**src/rtl/cheshire_rst_seq_pkg.sv**
```systemverilog
// Shared types and default timing for the Cheshire FPGA reset/boot sequencer.
package cheshire_rst_seq_pkg;

    typedef enum logic [2:0] {
        RST_RESET      = 3'd0,
        RST_WAIT_LOCK  = 3'd1,
        RST_WAIT_CALIB = 3'd2,
        RST_HOLD       = 3'd3,
        RST_RUN        = 3'd4
    } rst_seq_state_e;

    localparam int unsigned DefDebounceCycles     = 50000;
    localparam int unsigned DefMinRstCycles       = 16;
    localparam int unsigned DefHoldCycles         = 1024;
    localparam int unsigned DefCalibTimeoutCycles = 2**24;
    localparam int unsigned DefCntWidth           = 25;

endpackage

```
**src/rtl/cheshire_rst_debounce.sv**
```systemverilog
// Two-flop synchroniser plus stability filter for a raw board button.
module cheshire_rst_debounce
    import cheshire_rst_seq_pkg::*;
#(
    parameter int unsigned DebounceCycles = DefDebounceCycles,
    parameter int unsigned CntWidth       = DefCntWidth
) (
    input  logic clk_i,
    input  logic rst_ni,
    input  logic btn_i,
    output logic btn_o
);

    localparam logic [CntWidth-1:0] CntLast = CntWidth'(DebounceCycles - 1);

    logic [1:0]          sync_q, sync_d;
    logic                deb_q, deb_d;
    logic [CntWidth-1:0] cnt_q, cnt_d;
    logic                btn_sync;

    assign btn_sync = sync_q[1];

    // The counter only runs while the synced level disagrees with the accepted
    // level, so any bounce back to the accepted level restarts the stability window.
    always_comb begin
        sync_d = {sync_q[0], btn_i};
        deb_d  = deb_q;
        cnt_d  = '0;
        if (btn_sync != deb_q) begin
            if (cnt_q >= CntLast) begin
                deb_d = btn_sync;
            end else begin
                cnt_d = cnt_q + CntWidth'(1);
            end
        end
    end

    always_ff @(posedge clk_i or negedge rst_ni) begin
        if (!rst_ni) begin
            sync_q <= '0;
            deb_q  <= 1'b0;
            cnt_q  <= '0;
        end else begin
            sync_q <= sync_d;
            deb_q  <= deb_d;
            cnt_q  <= cnt_d;
        end
    end

    assign btn_o = deb_q;

endmodule

```
**src/rtl/cheshire_rst_seq_xilinx.sv**
```systemverilog
// Board reset/boot sequencer: button debounce, DRAM reset -> lock -> calib -> SoC release.
// Optional calibration timeout/retry enabled by CHESHIRE_RST_SEQ_CALIB_TIMEOUT_EN.
module cheshire_rst_seq_xilinx
    import cheshire_rst_seq_pkg::*;
#(
    parameter int unsigned DebounceCycles     = DefDebounceCycles,
    parameter int unsigned MinRstCycles       = DefMinRstCycles,
    parameter int unsigned HoldCycles         = DefHoldCycles,
    parameter int unsigned CalibTimeoutCycles = DefCalibTimeoutCycles,
    parameter int unsigned CntWidth           = DefCntWidth
) (
    input  logic       clk_i,
    input  logic       rst_ni,
    input  logic       btn_rst_i,
    input  logic       vio_rst_i,
    input  logic       mmcm_locked_i,
    input  logic       calib_done_i,
    input  logic [1:0] boot_mode_i,
    output logic       soc_rst_no,
    output logic       dram_sys_rst_o,
    output logic [1:0] boot_mode_o,
    output logic [2:0] seq_state_o,
    output logic       calib_timeout_o
);

    localparam longint unsigned MaxA = (64'(DebounceCycles) > 64'(MinRstCycles)) ?
                                       64'(DebounceCycles) : 64'(MinRstCycles);
    localparam longint unsigned MaxB = (64'(HoldCycles) > 64'(CalibTimeoutCycles)) ?
                                       64'(HoldCycles) : 64'(CalibTimeoutCycles);
    localparam longint unsigned MaxParam   = (MaxA > MaxB) ? MaxA : MaxB;
    localparam bit              CntWidthOk = (CntWidth >= 64) ||
                                             ((MaxParam + 64'd1) < (64'd1 << CntWidth));

    if (!CntWidthOk) begin : gen_cnt_width_err
        $error("CntWidth is too narrow for the largest cycle parameter");
    end

    localparam logic [CntWidth-1:0] MinRstLast = CntWidth'(MinRstCycles - 1);
    localparam logic [CntWidth-1:0] HoldLast   = CntWidth'(HoldCycles - 1);
`ifdef CHESHIRE_RST_SEQ_CALIB_TIMEOUT_EN
    localparam logic [CntWidth-1:0] CalibTimeoutLast = CntWidth'(CalibTimeoutCycles - 1);
`endif

    logic [1:0]          lock_sync_q, lock_sync_d;
    logic [1:0]          calib_sync_q, calib_sync_d;
    logic                btn_deb;
    logic                locked_sync, calib_sync, rst_req;
    rst_seq_state_e      state_q, state_d;
    logic [CntWidth-1:0] cnt_q, cnt_d;
    logic                soc_rst_n_q, soc_rst_n_d;
    logic                dram_sys_rst_q, dram_sys_rst_d;
    logic [1:0]          boot_mode_q, boot_mode_d;
`ifdef CHESHIRE_RST_SEQ_CALIB_TIMEOUT_EN
    logic                calib_timeout_q, calib_timeout_d;
    logic                timeout_hit;
`endif

    cheshire_rst_debounce #(
        .DebounceCycles (DebounceCycles),
        .CntWidth       (CntWidth)
    ) i_btn_debounce (
        .clk_i  (clk_i),
        .rst_ni (rst_ni),
        .btn_i  (btn_rst_i),
        .btn_o  (btn_deb)
    );

    assign locked_sync = lock_sync_q[1];
    assign calib_sync  = calib_sync_q[1];
    // Losing the clock lock is treated like any other reset request.
    assign rst_req     = btn_deb | vio_rst_i | ~locked_sync;

    always_comb begin
        lock_sync_d  = {lock_sync_q[0], mmcm_locked_i};
        calib_sync_d = {calib_sync_q[0], calib_done_i};
        state_d      = state_q;
`ifdef CHESHIRE_RST_SEQ_CALIB_TIMEOUT_EN
        timeout_hit  = 1'b0;
`endif
        if (rst_req) begin
            state_d = RST_RESET;
        end else begin
            case (state_q)
                RST_RESET: begin
                    if (cnt_q >= MinRstLast) state_d = RST_WAIT_LOCK;
                end
                RST_WAIT_LOCK: begin
                    if (locked_sync) state_d = RST_WAIT_CALIB;
                end
                RST_WAIT_CALIB: begin
                    if (calib_sync) begin
                        state_d = RST_HOLD;
`ifdef CHESHIRE_RST_SEQ_CALIB_TIMEOUT_EN
                    end else if (cnt_q == CalibTimeoutLast) begin
                        state_d     = RST_RESET;
                        timeout_hit = 1'b1;
`endif
                    end
                end
                RST_HOLD: begin
                    if (!calib_sync)          state_d = RST_WAIT_CALIB;
                    else if (cnt_q == HoldLast) state_d = RST_RUN;
                end
                RST_RUN: begin
                    if (!calib_sync) state_d = RST_RESET;
                end
                default: state_d = RST_RESET;
            endcase
        end

        // Outputs are decoded from the next state so they change on the transition edge.
        if (state_d != state_q)  cnt_d = '0;
        else if (&cnt_q)         cnt_d = cnt_q;
        else                     cnt_d = cnt_q + CntWidth'(1);

        soc_rst_n_d    = (state_d == RST_RUN);
        dram_sys_rst_d = (state_d == RST_RESET) || (state_d == RST_WAIT_LOCK);
        boot_mode_d    = ((state_q == RST_HOLD) && (state_d == RST_RUN)) ? boot_mode_i : boot_mode_q;
`ifdef CHESHIRE_RST_SEQ_CALIB_TIMEOUT_EN
        if ((state_d == RST_RUN) && (state_q != RST_RUN)) calib_timeout_d = 1'b0;
        else if (timeout_hit)                              calib_timeout_d = 1'b1;
        else                                               calib_timeout_d = calib_timeout_q;
`endif
    end

    always_ff @(posedge clk_i or negedge rst_ni) begin
        if (!rst_ni) begin
            lock_sync_q     <= '0;
            calib_sync_q    <= '0;
            state_q         <= RST_RESET;
            cnt_q           <= '0;
            soc_rst_n_q     <= 1'b0;
            dram_sys_rst_q  <= 1'b1;
            boot_mode_q     <= 2'b00;
`ifdef CHESHIRE_RST_SEQ_CALIB_TIMEOUT_EN
            calib_timeout_q <= 1'b0;
`endif
        end else begin
            lock_sync_q     <= lock_sync_d;
            calib_sync_q    <= calib_sync_d;
            state_q         <= state_d;
            cnt_q           <= cnt_d;
            soc_rst_n_q     <= soc_rst_n_d;
            dram_sys_rst_q  <= dram_sys_rst_d;
            boot_mode_q     <= boot_mode_d;
`ifdef CHESHIRE_RST_SEQ_CALIB_TIMEOUT_EN
            calib_timeout_q <= calib_timeout_d;
`endif
        end
    end

    assign soc_rst_no     = soc_rst_n_q;
    assign dram_sys_rst_o = dram_sys_rst_q;
    assign boot_mode_o    = boot_mode_q;
    assign seq_state_o    = state_q;
`ifdef CHESHIRE_RST_SEQ_CALIB_TIMEOUT_EN
    assign calib_timeout_o = calib_timeout_q;
`else
    assign calib_timeout_o = 1'b0;
`endif

endmodule

```
**config.mk**
```make
export PLATFORM = sky130hd
export DESIGN_NAME = cheshire_rst_seq_xilinx
export DESIGN_NICKNAME = d
export VERILOG_FILES = /design/src/rtl/cheshire_rst_seq_pkg.sv /design/src/rtl/cheshire_rst_debounce.sv /design/src/rtl/cheshire_rst_seq_xilinx.sv
export SDC_FILE = /design/constraint.sdc
export NUM_CORES = 1
export LEC_CHECK = 0
export CAP_MARGIN = 20
export CORE_ASPECT_RATIO = 0.5
export CORE_MARGIN = 5
export CORE_UTILIZATION = 60
export CTS_CLUSTER_DIAMETER = 30
export DETAILED_ROUTE_END_ITERATION = 10
export GPL_ROUTABILITY_DRIVEN = 1
export HOLD_SLACK_MARGIN = 0.03
export PLACE_DENSITY = 0.8
export SETUP_SLACK_MARGIN = 0.1
export SYNTH_ARGS = -nofsm -noshare
export SYNTH_HDL_FRONTEND = slang
export SYNTH_SLANG_ARGS = --single-unit
export TNS_END_PERCENT = 20
```
**constraint.sdc**
```tcl
create_clock -name clk_i -period 4.2 [get_ports clk_i]
set_clock_uncertainty 0.05 [all_clocks]
set_input_delay 1.26 -clock clk_i [delete_from_list [all_inputs] [get_ports clk_i]]
set_output_delay 1.26 -clock clk_i [all_outputs]
set_load 0.01 [all_outputs]
```
Fig. 1: run 1, selected gate families
(6 px per um)
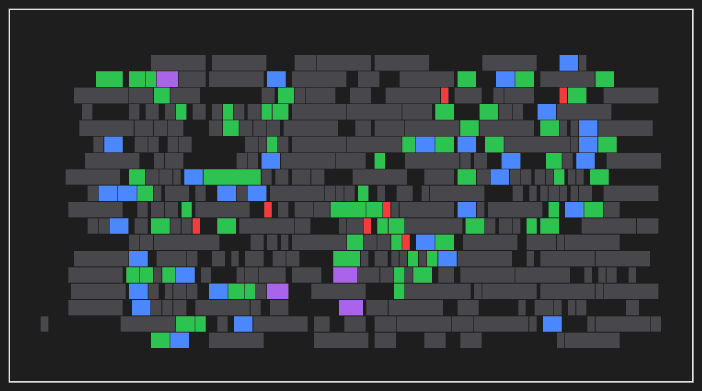
[green] aoi and oai cells | cells: 61
[red] inv cells | cells: 7
[purple] mux cells | cells: 4
[blue] xor and xnor cells | cells: 31
Commonest Layout Cell: dfrtp_1
non-filler cells, final: 415
Comb/total area: 0.420

Fig. 2: run 1, routing congestion
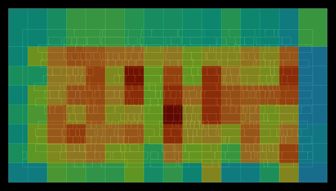
utilization after layout: 0.729
met2 Usage GRT: 0.398

Fig. 3: run 1, met2 routing
(3 px per um)
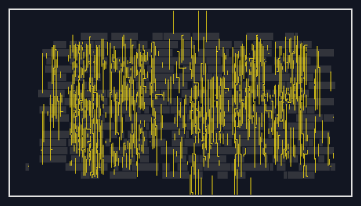
longest straight run: 26.5 um
share of all routed wire: 49%
nets with wire on the layer: 298
wire length on this layer: 3490 um
main direction: vertical
via count: 2595
Total Wirelength: 7070 um

Fig. 4: run 1, sequential cells grouped by signal name
(6 px per um)
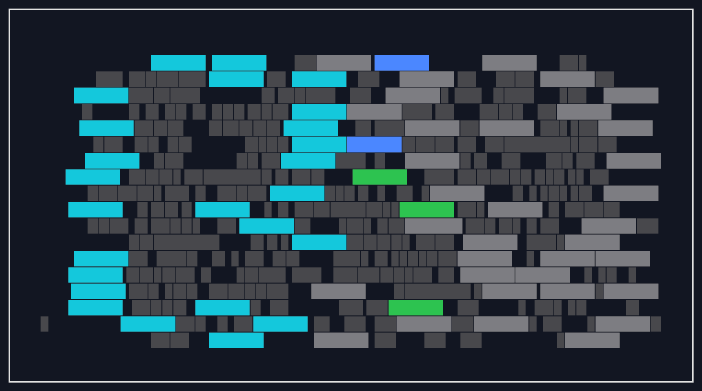
[blue] lock_sync_q | flops: 2
[green] seq_state_o | flops: 3
[cyan] cnt_q | flops: 25
P_seq: 0.000702 W
sequential cell area share: 0.434
FF/Latch Area: 1600 sq um

==> Changelog: implementation, run 1 <==
## Implementation

- Die area: 7030 sq um
- # hold bufs at CTS: 0
- Root buffer cell: clkbuf_8
- Cell taking the most area after synthesis: dfrtp_1
- PwrDens: 422 nW/um^2
- Reg2reg end: cnt_q[3]
- Worst vdd ir: 0.000236 V
- Antenna violations before repair: 0
- Final Cell Area: 3690 sq um
- Rel. slew slack: 0.333
- Synth Instances: 318
- Synth top cells by count: 63 x dfrtp_1, 28 x nor3_1, 20 x nand3_1, 19 x nand2_1, 18 x xnor2_1
- LEAKAGE: 1.46 nW
- Yosys Instances: 318
- Switching Fraction: 0.269
- Top-area cell share: 0.489
- Die H: 61.8 um
- FILL cells: 331
- First-pass detailed-route iteration total: 5
- Post-detail-place hpwl: 4780 um
- Seq_cells: 64
- Layout clock buffers: 10
- CTS Sinks: 64
- Antenna cells: 0
- Kind of critical path: in -> reg
- Hold_sp: calib_sync_q[0]
- Worst-Margin Slew: 0.995 ns
- Final worst-path cycle share: 0.751
- Crit path to: cnt_q[19]
- Hold Violations, Final: 0
- Outcome: finished clean
- Layout Nets: 350
- YS chip area: 3230 sq um
- Post-synth area hogs: dfrtp_1 49%, xnor2_1 4.9%, a2111oi_0 4.3%
- Congestion Overflow GR: 0
- Cell Count Post-Placement: 398
- Primary FF master, synth: dfrtp_1
- MUX share of area: 0.0132
- Floorplan Utilization: 0.637
- Die Span X: 114 um
- WL/cell: 17.0 um
- Worst Hold End: calib_sync_q[1]
- Minimum clock period: 3.15 ns
-- run 1: layout by cell type, fill, tap and decap left out, types with 6 or more instances in the layout --
master	Yosys	final
a2111oi_0	16	16
a211oi_1	6	6
a21oi_1	7	7
and3_1	9	9
clkbuf_8	0	10
clkdlybuf4s50_1	0	13
conb_1	1	10
dfrtp_1	63	63
inv_1	7	7
nand2_1	19	19
nand3_1	20	20
nand4_1	8	8
nor2_1	16	16
nor3_1	28	28
nor4_1	8	8
o21ai_0	11	11
xnor2_1	18	18
xor2_1	13	13
-- run 1: per-layer routing --
layer,track usage,routed length [um],vias up
met5,0,0,-
met4,0.0668,76,0
met3,0.0629,349,11
met2,0.398,3490,81
met1,0.280,3150,1281
li1,-,-,1222
-- run 1: state kept, by name, indices dropped and copies added (netlist names) --
signal and cells:
boot_mode_o 2, calib_sync_q 2, cnt_q 25, dram_sys_rst_o 1, i_btn_debounce.btn_o 1, i_btn_debounce.cnt_q 25, i_btn_debounce.sync_q 2, lock_sync_q 2
seq_state_o 3, soc_rst_no 1
-- run 1: worst max-delay path, stage by stage --
cell,delay [ns]
clkdlybuf4s50_1,0.41
nor3b_1,0.41
nand2_1,0.16
o32ai_1,0.33
o211ai_2,0.29
buf_4,0.28
a211oi_1,0.20
-- run 1: through the flow --
stage	hold slack, ns	power [W]	utilization
after floorplan	0.281	0.000835	-
after global placement	0.285	0.000885	0.678
after detailed placement	0.296	0.000899	0.678
after CTS	0.309	0.00156	0.727
after global routing	0.302	0.00162	0.729
final	0.303	0.00156	0.729
-- run 1: power groups by stage --
stage                     logic (W)  registers, W  clock network (W)
after global placement     0.000176      0.000709                  0
after CTS                  0.000188      0.000701           0.000671
after floorplan            0.000136      0.000698                  0
after global routing       0.000214      0.000709           0.000696
final                      0.000190      0.000702           0.000666
after detailed placement   0.000188      0.000711                  0
Fig. 5: run 1, layout detail
Region (37, 22) to (77, 62) um. Cells in grey, sequential cells in the stronger grey; small squares are vias.
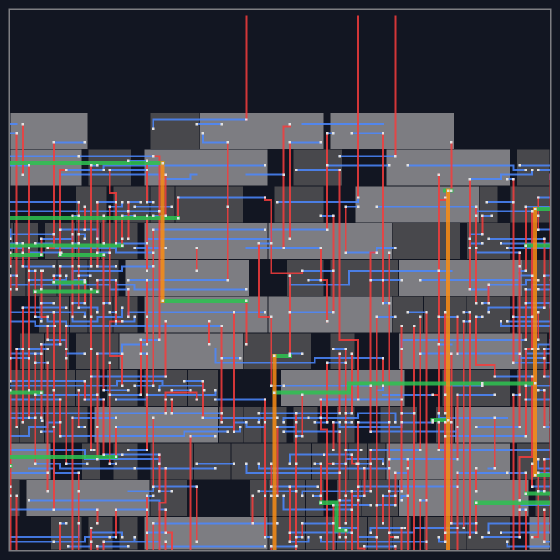

==> run 2, diff against run 1 <==
- CORE_UTILIZATION: 60 -> 54
- PLACE_DENSITY: 0.8 -> 0.76
- clock period: 4.2 -> 2.66 ns (I/O delays scaled with it)
Fig. 6: run 2, layout detail
Region (40, 25) to (80, 65) um. Cells in grey, sequential cells in the stronger grey; small squares are vias.
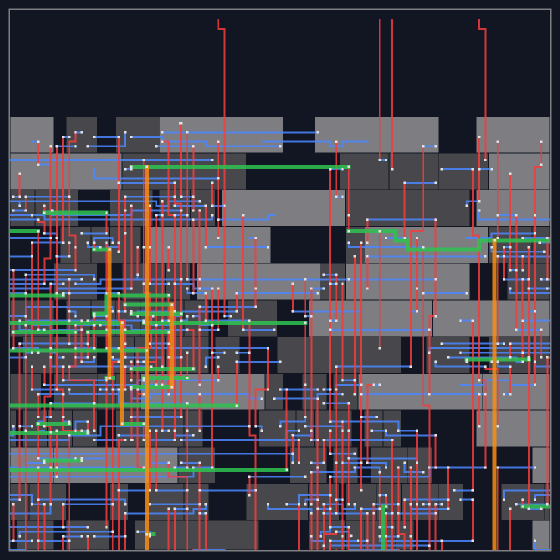
[red] metal 2
[blue] metal 1
[green] metal 3
[orange] metal 4
netlist names of flops here include: cnt_q (6), i_btn_debounce.cnt_q (4), calib_sync_q (2)
sequential cells in the window: 17
most frequent: dfrtp_1 (16), nor3_1 (8), o21ai_0 (6)
cells with their middle in the window: 96

==> Changelog: implementation, run 2 <==
## Implementation

- Post-synth area hogs: dfrtp_1 49%, xnor2_1 4.9%, a2111oi_0 4.3% (unchanged)
- FF/Latch Area: 1600 sq um (unchanged)
- Seq_cells: 64 (unchanged)
- Comb/total area: 0.404 (was 0.420)
- Minimum clock period: 2.35 ns
- Outcome: finished clean (unchanged)
- Reg2reg end: i_btn_debounce.cnt_q[14] (was cnt_q[3])
- Congestion Overflow GR: 0 (unchanged)
- Floorplan Utilization: 0.573 (was 0.637)
- Primary FF master, synth: dfrtp_1 (unchanged)
- Hold Violations, Final: 0 (unchanged)
- Synth Instances: 318 (unchanged)
- Layout clock buffers: 10 (unchanged)
- Root buffer cell: clkbuf_16 (was clkbuf_8)
- Non-filler cells, final: 425 (was 415)
- Crit path to: cnt_q[21] (was cnt_q[19])
- FILL cells: 392 (was 331)
- CTS Sinks: 64 (unchanged)
- # hold bufs at CTS: 0 (unchanged)
- Most frequent CP cell: buf_4
- Synth top cells by count: 63 x dfrtp_1, 28 x nor3_1, 20 x nand3_1, 19 x nand2_1, 18 x xnor2_1 (unchanged)
- First-pass detailed-route iteration total: 5 (unchanged)
- LEAKAGE: 1.53 nW (was 1.46 nW)
- Max incr delay on CP: 0.40 ns (was 0.41 ns)
run 2: cell counts after synthesis:
Identical to the previous run, type by type.
run 2: worst min-delay path by stage:
stage	startpoint	to	depth (start not counted)
floorplan	calib_sync_q[0]	calib_sync_q[1]	0
global placement	calib_sync_q[0]	calib_sync_q[1]	0
detailed placement	lock_sync_q[0]	lock_sync_q[1]	0
CTS	calib_sync_q[0]	calib_sync_q[1]	0
global route	i_btn_debounce.sync_q[0]	i_btn_debounce.sync_q[1]	0
finish	calib_sync_q[0]	calib_sync_q[1]	0
run 2: through the flow:
stage	hold WS, ns	cell area [sq um]
floorplan	0.281	3260
global placement	0.289	3510
detailed placement	0.290	3510
CTS	0.299	3840
global route	0.305	3840
finish	0.296	3840
run 2: cells by family after synthesis:
| logic type | share of synthesized area |
|---|---|
| other | 0.00116 |
| AND/OR/NAND/NOR | 0.216 |
| multiplexers | 0.0132 |
| XOR/XNOR | 0.0842 |
| flip-flops | 0.497 |
| adder cells (fa/ha/maj) | 0.00776 |
| AND-OR/OR-AND | 0.148 |
| buffers and inverters | 0.0326 |
run 2: layer usage:
metal	wire, um	vias up	share of wire	global-route usage
met5	0	-	0	0
met4	137	0	0.019	0.0899
met3	343	16	0.049	0.0652
met2	3490	74	0.49	0.342
met1	3090	1276	0.44	0.236
li1	-	1247	-	-
run 2: critical path: cells and delay by family:
family,cells,cell delay (ns)
AND-OR/OR-AND,3,0.69
buffers and inverters,3,0.76
AND/OR/NAND/NOR,2,0.27
run 2: where the power goes:
group / internal, W / switching, W / total, W
combinational: 0.000128 / 0.000185 / 0.000313
sequential: 0.00103 / 0.0000802 / 0.00111
clock: 0.000848 / 0.000437 / 0.00128
total: 0.00201 / 0.000702 / 0.00271
No activity file was given, so power comes from the tool's default toggle rates.
